<file path="config.mk">
export PLATFORM = sky130hd
export DESIGN_NAME = seq_alu
export DESIGN_NICKNAME = d
export VERILOG_FILES = /design/src/rtl/alu_pkg.sv /design/src/rtl/seq_muldiv_core.sv /design/src/rtl/seq_alu.sv
export SDC_FILE = /design/constraint.sdc
export NUM_CORES = 1
export LEC_CHECK = 0
export CAP_MARGIN = 20
export CORE_MARGIN = 5
export CORE_UTILIZATION = 50
export DETAILED_ROUTE_END_ITERATION = 6
export PLACE_DENSITY = 0.69
export SYNTH_ARGS = -nofsm -noshare
export SYNTH_HDL_FRONTEND = slang
export SYNTH_SLANG_ARGS = --single-unit
</file>
<file path="constraint.sdc">
create_clock -name clock -period 12 [get_ports clock]
set_clock_uncertainty 0.15 [all_clocks]
set_input_delay 2.4 -clock clock [delete_from_list [all_inputs] [get_ports clock]]
set_output_delay 2.4 -clock clock [all_outputs]
set_load 0.01 [all_outputs]
</file>
<file path="src/rtl/alu_pkg.sv">
// Shared opcode map, FSM state encoding and constants for the sequential ALU.
package alu_pkg;

    localparam logic [3:0] ALU_OR   = 4'd0;
    localparam logic [3:0] ALU_AND  = 4'd1;
    localparam logic [3:0] ALU_NOT  = 4'd2;
    localparam logic [3:0] ALU_ADD  = 4'd3;
    localparam logic [3:0] ALU_SUB  = 4'd4;
    localparam logic [3:0] ALU_SHR  = 4'd5;
    localparam logic [3:0] ALU_SHRA = 4'd6;
    localparam logic [3:0] ALU_SHL  = 4'd7;
    localparam logic [3:0] ALU_ROR  = 4'd8;
    localparam logic [3:0] ALU_ROL  = 4'd9;
    localparam logic [3:0] ALU_NEG  = 4'd10;
    localparam logic [3:0] ALU_MUL  = 4'd11;
    localparam logic [3:0] ALU_DIV  = 4'd12;

    typedef enum logic [2:0] {
        S_IDLE,
        S_MUL,
        S_DIV,
        S_FIX,
        S_DONE
    } state_t;

    // Quotient on divide-by-zero is this bit replicated across the word.
    localparam logic DIV0_QUO_FILL = 1'b1;

endpackage

</file>
<file path="src/rtl/seq_muldiv_core.sv">
// Iterative datapath: radix-2 Booth multiply and restoring magnitude divide,
// one bit per step, sharing the hi/lo accumulator pair and iteration counter.
module seq_muldiv_core
    import alu_pkg::*;
#(
    parameter int WIDTH = 32,
    parameter int SHW   = $clog2(WIDTH)
) (
    input  logic                    clock,
    input  logic                    clear_n,
    input  logic                    load,
    input  logic                    load_div,
    input  logic                    step,
    input  logic signed [WIDTH-1:0] a,
    input  logic signed [WIDTH-1:0] b,
    output logic                    last,
    output logic [2*WIDTH-1:0]      prod_nxt,
    output logic [WIDTH-1:0]        quo,
    output logic [WIDTH-1:0]        rem
);

    localparam logic [SHW:0] CNT_END = (SHW+1)'(WIDTH);
    localparam logic [SHW:0] CNT_ONE = (SHW+1)'(1);

    logic [WIDTH:0]   hi, hi_nxt, booth_sum, div_shl, div_diff, m_ext;
    logic [WIDTH-1:0] lo, lo_nxt, m;
    logic             qm1, qm1_nxt, div_mode, neg_a, neg_b;
    logic [SHW:0]     cnt;

    function automatic logic [WIDTH-1:0] mag(input logic signed [WIDTH-1:0] v);
        return v[WIDTH-1] ? -v : v;
    endfunction

    always_comb begin
        m_ext = {m[WIDTH-1], m};
        case ({lo[0], qm1})
            2'b01:   booth_sum = hi + m_ext;
            2'b10:   booth_sum = hi - m_ext;
            default: booth_sum = hi;
        endcase
        div_shl  = {hi[WIDTH-1:0], lo[WIDTH-1]};
        div_diff = div_shl - {1'b0, m};
        if (div_mode) begin
            qm1_nxt = qm1;
            if (!div_diff[WIDTH]) begin
                hi_nxt = div_diff;
                lo_nxt = {lo[WIDTH-2:0], 1'b1};
            end else begin
                hi_nxt = div_shl;
                lo_nxt = {lo[WIDTH-2:0], 1'b0};
            end
        end else begin
            // Booth step ends with an arithmetic shift of the whole {hi,lo,q-1} chain.
            hi_nxt  = {booth_sum[WIDTH], booth_sum[WIDTH:1]};
            lo_nxt  = {booth_sum[0], lo[WIDTH-1:1]};
            qm1_nxt = lo[0];
        end
    end

    assign prod_nxt = {hi_nxt[WIDTH-1:0], lo_nxt};
    assign quo      = (neg_a ^ neg_b) ? -lo : lo;
    assign rem      = neg_a ? -hi[WIDTH-1:0] : hi[WIDTH-1:0];
    assign last     = (cnt == CNT_END - CNT_ONE);

    always_ff @(posedge clock or negedge clear_n) begin
        if (!clear_n)
            cnt <= '0;
        else if (load)
            cnt <= '0;
        else if (step && cnt != CNT_END)
            cnt <= cnt + CNT_ONE;
    end

    always_ff @(posedge clock) begin
        if (load) begin
            hi       <= '0;
            qm1      <= 1'b0;
            div_mode <= load_div;
            if (load_div) begin
                lo    <= mag(a);
                m     <= mag(b);
                neg_a <= a[WIDTH-1];
                neg_b <= b[WIDTH-1];
            end else begin
                lo    <= a;
                m     <= b;
                neg_a <= 1'b0;
                neg_b <= 1'b0;
            end
        end else if (step) begin
            hi  <= hi_nxt;
            lo  <= lo_nxt;
            qm1 <= qm1_nxt;
        end
    end

endmodule

</file>
<file path="src/rtl/seq_alu.sv">
// Multi-cycle ALU: single-cycle logic/shift/add ops plus iterative MUL/DIV
// behind a start/busy/done handshake; result is {HI,LO}.
module seq_alu
    import alu_pkg::*;
#(
    parameter int WIDTH = 32,
    parameter int SHW   = $clog2(WIDTH)
) (
    input  logic                 clock,
    input  logic                 clear_n,
    input  logic                 start,
    input  logic [3:0]           op,
    input  logic [WIDTH-1:0]     A,
    input  logic [WIDTH-1:0]     B,
    output logic                 busy,
    output logic                 done,
    output logic [2*WIDTH-1:0]   result,
    output logic                 div_by_zero
);

    state_t             state, state_nxt;
    logic               accept, is_mul, is_div, div_zero, core_load, core_step, core_last;
    logic [2*WIDTH-1:0] prod_nxt;
    logic [WIDTH-1:0]   quo, rem;

    function automatic logic [WIDTH-1:0] single_op(input logic [3:0] code,
                                                   input logic [WIDTH-1:0] a,
                                                   input logic [WIDTH-1:0] b);
        logic [SHW-1:0]     sh;
        logic [2*WIDTH-1:0] rot;
        sh = b[SHW-1:0];
        case (code)
            ALU_OR:   return a | b;
            ALU_AND:  return a & b;
            ALU_NOT:  return ~b;
            ALU_ADD:  return a + b;
            ALU_SUB:  return a - b;
            ALU_SHR:  return a >> sh;
            ALU_SHRA: return $signed(a) >>> sh;
            ALU_SHL:  return a << sh;
            ALU_ROR: begin
                rot = {a, a} >> sh;
                return rot[WIDTH-1:0];
            end
            ALU_ROL: begin
                rot = {a, a} << sh;
                return rot[2*WIDTH-1:WIDTH];
            end
            ALU_NEG:  return -b;
            default:  return '0;
        endcase
    endfunction

    always_comb begin
        busy      = (state == S_MUL) || (state == S_DIV) || (state == S_FIX);
        done      = (state == S_DONE);
        accept    = start && !busy;
        is_mul    = (op == ALU_MUL);
        is_div    = (op == ALU_DIV);
        div_zero  = is_div && (B == '0);
        core_load = accept && (is_mul || (is_div && !div_zero));
        core_step = (state == S_MUL) || (state == S_DIV);
        state_nxt = state;
        case (state)
            S_IDLE, S_DONE: begin
                if (!accept)
                    state_nxt = S_IDLE;
                else if (is_mul)
                    state_nxt = S_MUL;
                else if (is_div && !div_zero)
                    state_nxt = S_DIV;
                else
                    state_nxt = S_DONE;
            end
            S_MUL:   if (core_last) state_nxt = S_DONE;
            S_DIV:   if (core_last) state_nxt = S_FIX;
            S_FIX:   state_nxt = S_DONE;
            default: state_nxt = S_IDLE;
        endcase
    end

    always_ff @(posedge clock or negedge clear_n) begin
        if (!clear_n)
            state <= S_IDLE;
        else
            state <= state_nxt;
    end

    // Result changes only on the edge that enters DONE; iteration never disturbs it.
    always_ff @(posedge clock or negedge clear_n) begin
        if (!clear_n) begin
            result      <= '0;
            div_by_zero <= 1'b0;
        end else if (accept && !core_load) begin
            div_by_zero <= div_zero;
            result      <= div_zero ? {A, {WIDTH{DIV0_QUO_FILL}}}
                                    : {{WIDTH{1'b0}}, single_op(op, A, B)};
        end else if (accept) begin
            div_by_zero <= 1'b0;
        end else if (state == S_MUL && core_last) begin
            result <= prod_nxt;
        end else if (state == S_FIX) begin
            result <= {rem, quo};
        end
    end

    seq_muldiv_core #(
        .WIDTH (WIDTH),
        .SHW   (SHW)
    ) u_core (
        .clock    (clock),
        .clear_n  (clear_n),
        .load     (core_load),
        .load_div (is_div),
        .step     (core_step),
        .a        (A),
        .b        (B),
        .last     (core_last),
        .prod_nxt (prod_nxt),
        .quo      (quo),
        .rem      (rem)
    );

endmodule

</file>
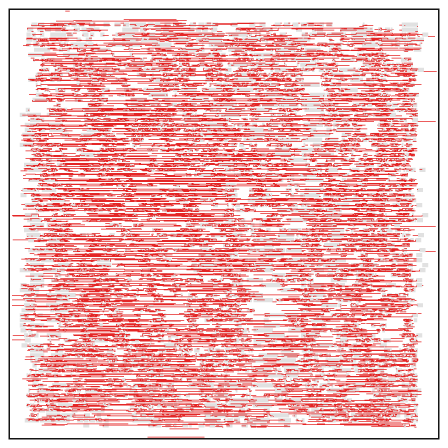
m1.png
3,267 nets have wire on it. The layer holds 37% of the routed length. The longest straight run is 72.7 um. The wires run mostly horizontal. The layer carries 44.5 mm of wire.
overall routed net length: 119,000 um
global routing usage on met1: 53.7%
vias: 28,200

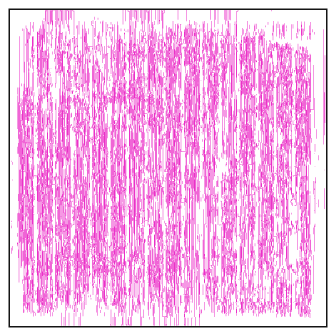
m2.png
The longest straight run is 143 um. The layer holds 43% of the routed length. The wires run mostly vertical. The layer carries 51.5 mm of wire. 2,896 nets have wire on it.
GR Util met2: 65.3%

==> run notes <==
Numbers from the implementation run.

The flow ran to the end, but the final reports show violations. The checks that failed: DRC. In this run the biggest area consumer among cell types represents 8.14% of the synthesized area. The sequential fraction of design power is 23.4%. The endpoint of the worst hold path is reported as result[14]. The initial cell density of the core is 50.5%. The number of hold-repair buffers added at the cts stage is 0. The global-route usage over all layers is 42.8%. The ratio of cells with drive above 1 in the final layout is 8.16%. The global-route wire length before repair is 174,000 um. The worst max-slew margin expressed relative to the limit is 13.6%. The synthesized design spends more area on one cell type than any other, namely sky130_fd_sc_hd__edfxtp_1.

The H-tree generated during clock tree synthesis spans 4 levels. The total length of routed met3 wires is 12,800 um. The most critical setup path has its endpoint at result[23].

The congestion estimate from routability-driven global placement came to 1.14. The worst min-delay path startpoint is result[14]. The finished layout reports a core utilization of 55.1%. The post-route minimum period is 7540 ps.

The min-delay analysis places its worst path in the category register to register. The flow inserted 664 tap cells. Per the detailed placement report, the placed cell area equals 26,400 um2.

The combinational logic power is 2.49 mW. Yosys reports that the most numerous cell types are 466 x sky130_fd_sc_hd__nor2_1, 302 x sky130_fd_sc_hd__nand2_1, 255 x sky130_fd_sc_hd__a21oi_1, 243 x sky130_fd_sc_hd__o21ai_0, 239 x sky130_fd_sc_hd__clkbuf_1. The final antenna diode tally reported by the flow is 3. In this run the most used layer during global routing was met2. The leading power group is combinational logic. For this run, the number of Yosys warnings is 0. The area of the multi-input gates is 18,700 um2. The setup TNS is 0 ps. The post-route DRC violation count is 3. In this run, post-CTS repair resized a total of 0 instances. The most common cell after layout, fill and taps aside is sky130_fd_sc_hd__nor2_1. The full die area is 54,000 um2. Per the OpenROAD power report, leakage power amounts to 10.5 nW. In this run, synthesis inferred 67 flip-flops with an integrated enable. Clock tree synthesis found a total of 175 sinks. The number of rows in the core area is 81.

Measured on the final layout, the clock distribution area share stands at 2.19%. After technology mapping, the gate count stands at 3,328. The registers reported with the highest flop counts are result (64), u_core.hi (33). The post-route report lists met1 wire length as 44,500 um. Entering global routing, the biggest net connects 77 pins. The flip-flop and latch count after synthesis is 175. After the last flow step, the layout net total stands at 3,455. The simple-gate portion of the synthesized area is 21.5%.

The CTS root buffer is sky130_fd_sc_hd__clkbuf_16. OpenSTA, run right after detailed placement, puts the worst setup slack at 4040 ps. Listed in order, past its start point the critical path passes clkdlybuf4s50_1, nor2b_1, nand2_1, o21ai_0, inv_1, ha_1, nor2b_1, o31ai_1, a21oi_1, and3_1, o21ai_0, a21oi_1, or3_1, a31oi_1, o22a_1.

Per the layout report, the design carries 215 non-clock buffers. The first detailed-routing pass took 7 iterations. Routed signal wires occupy layers up through met5. The number of setup violations in the final report is 0. The via count of the first global-routing pass came to 26,500. The floorplan report gives the top-level pin count as 138. During placement, the flow inserted port buffers numbering 137.

The horizontal die dimension is 232 um. The largest cell class by area is logic gates. The type of the worst setup path is input port to register. Across the whole layout, multi-input logic makes up 69.3% of the cell area.

After filler insertion, the fill cell instance count of the layout stands at 4,686. The number of distinct library cells after synthesis is 91. The clock buffer count in the final layout is 18. The sequential cell count is 175. The share of total power dissipated in the clock network is 14.6%. The instance count along the most critical hold path is 1.

The logic gate share of total power is 62.1%. The final instance count without filler cells is 3,953. The share of cell area taken by flip-flops and latches is 16.8%. The total non-filler cell area in the finished layout is 27,000 um2.

The complex-gate fraction of the synthesized area is 27.9%. The library cells used most frequently in the layout, excluding fill and tap cells, are 461 x sky130_fd_sc_hd__nor2_1, 301 x sky130_fd_sc_hd__nand2_1, 254 x sky130_fd_sc_hd__a21oi_1, 243 x sky130_fd_sc_hd__o21ai_0, 165 x sky130_fd_sc_hd__xnor2_1. After layout, the worst setup slack is 4460 ps. Buffers outside the clock tree occupy 7.13% of the routed design's cell area. 2,761 cells are multi-input combinational gates. The remaining antenna violation count after routing is 0.
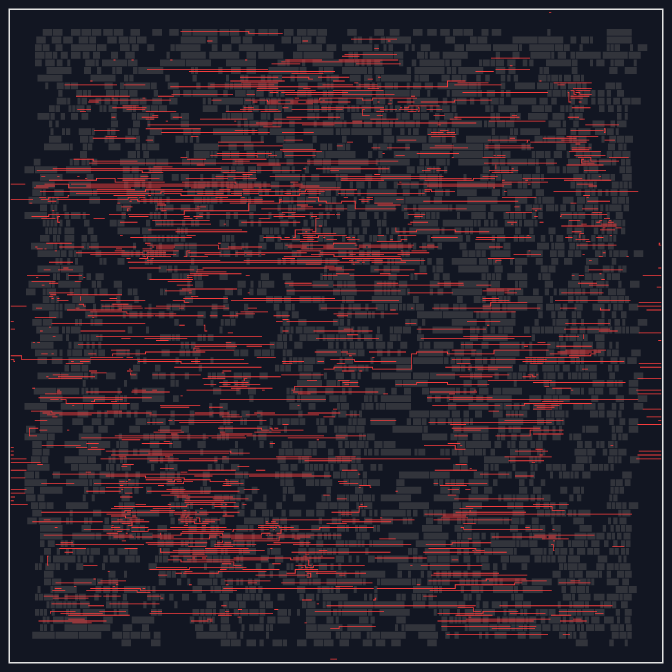
m3.png
The layer carries 12,800 um of wire. The longest straight run is 103 um.
met3 global-route usage: 9.18%

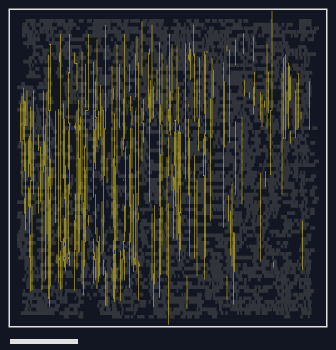
m4.png
Scale bar: 50 um.
182 nets have wire on it. The wires run mostly vertical.

Power figures rest on the tool's default switching activity, not on a simulated workload.
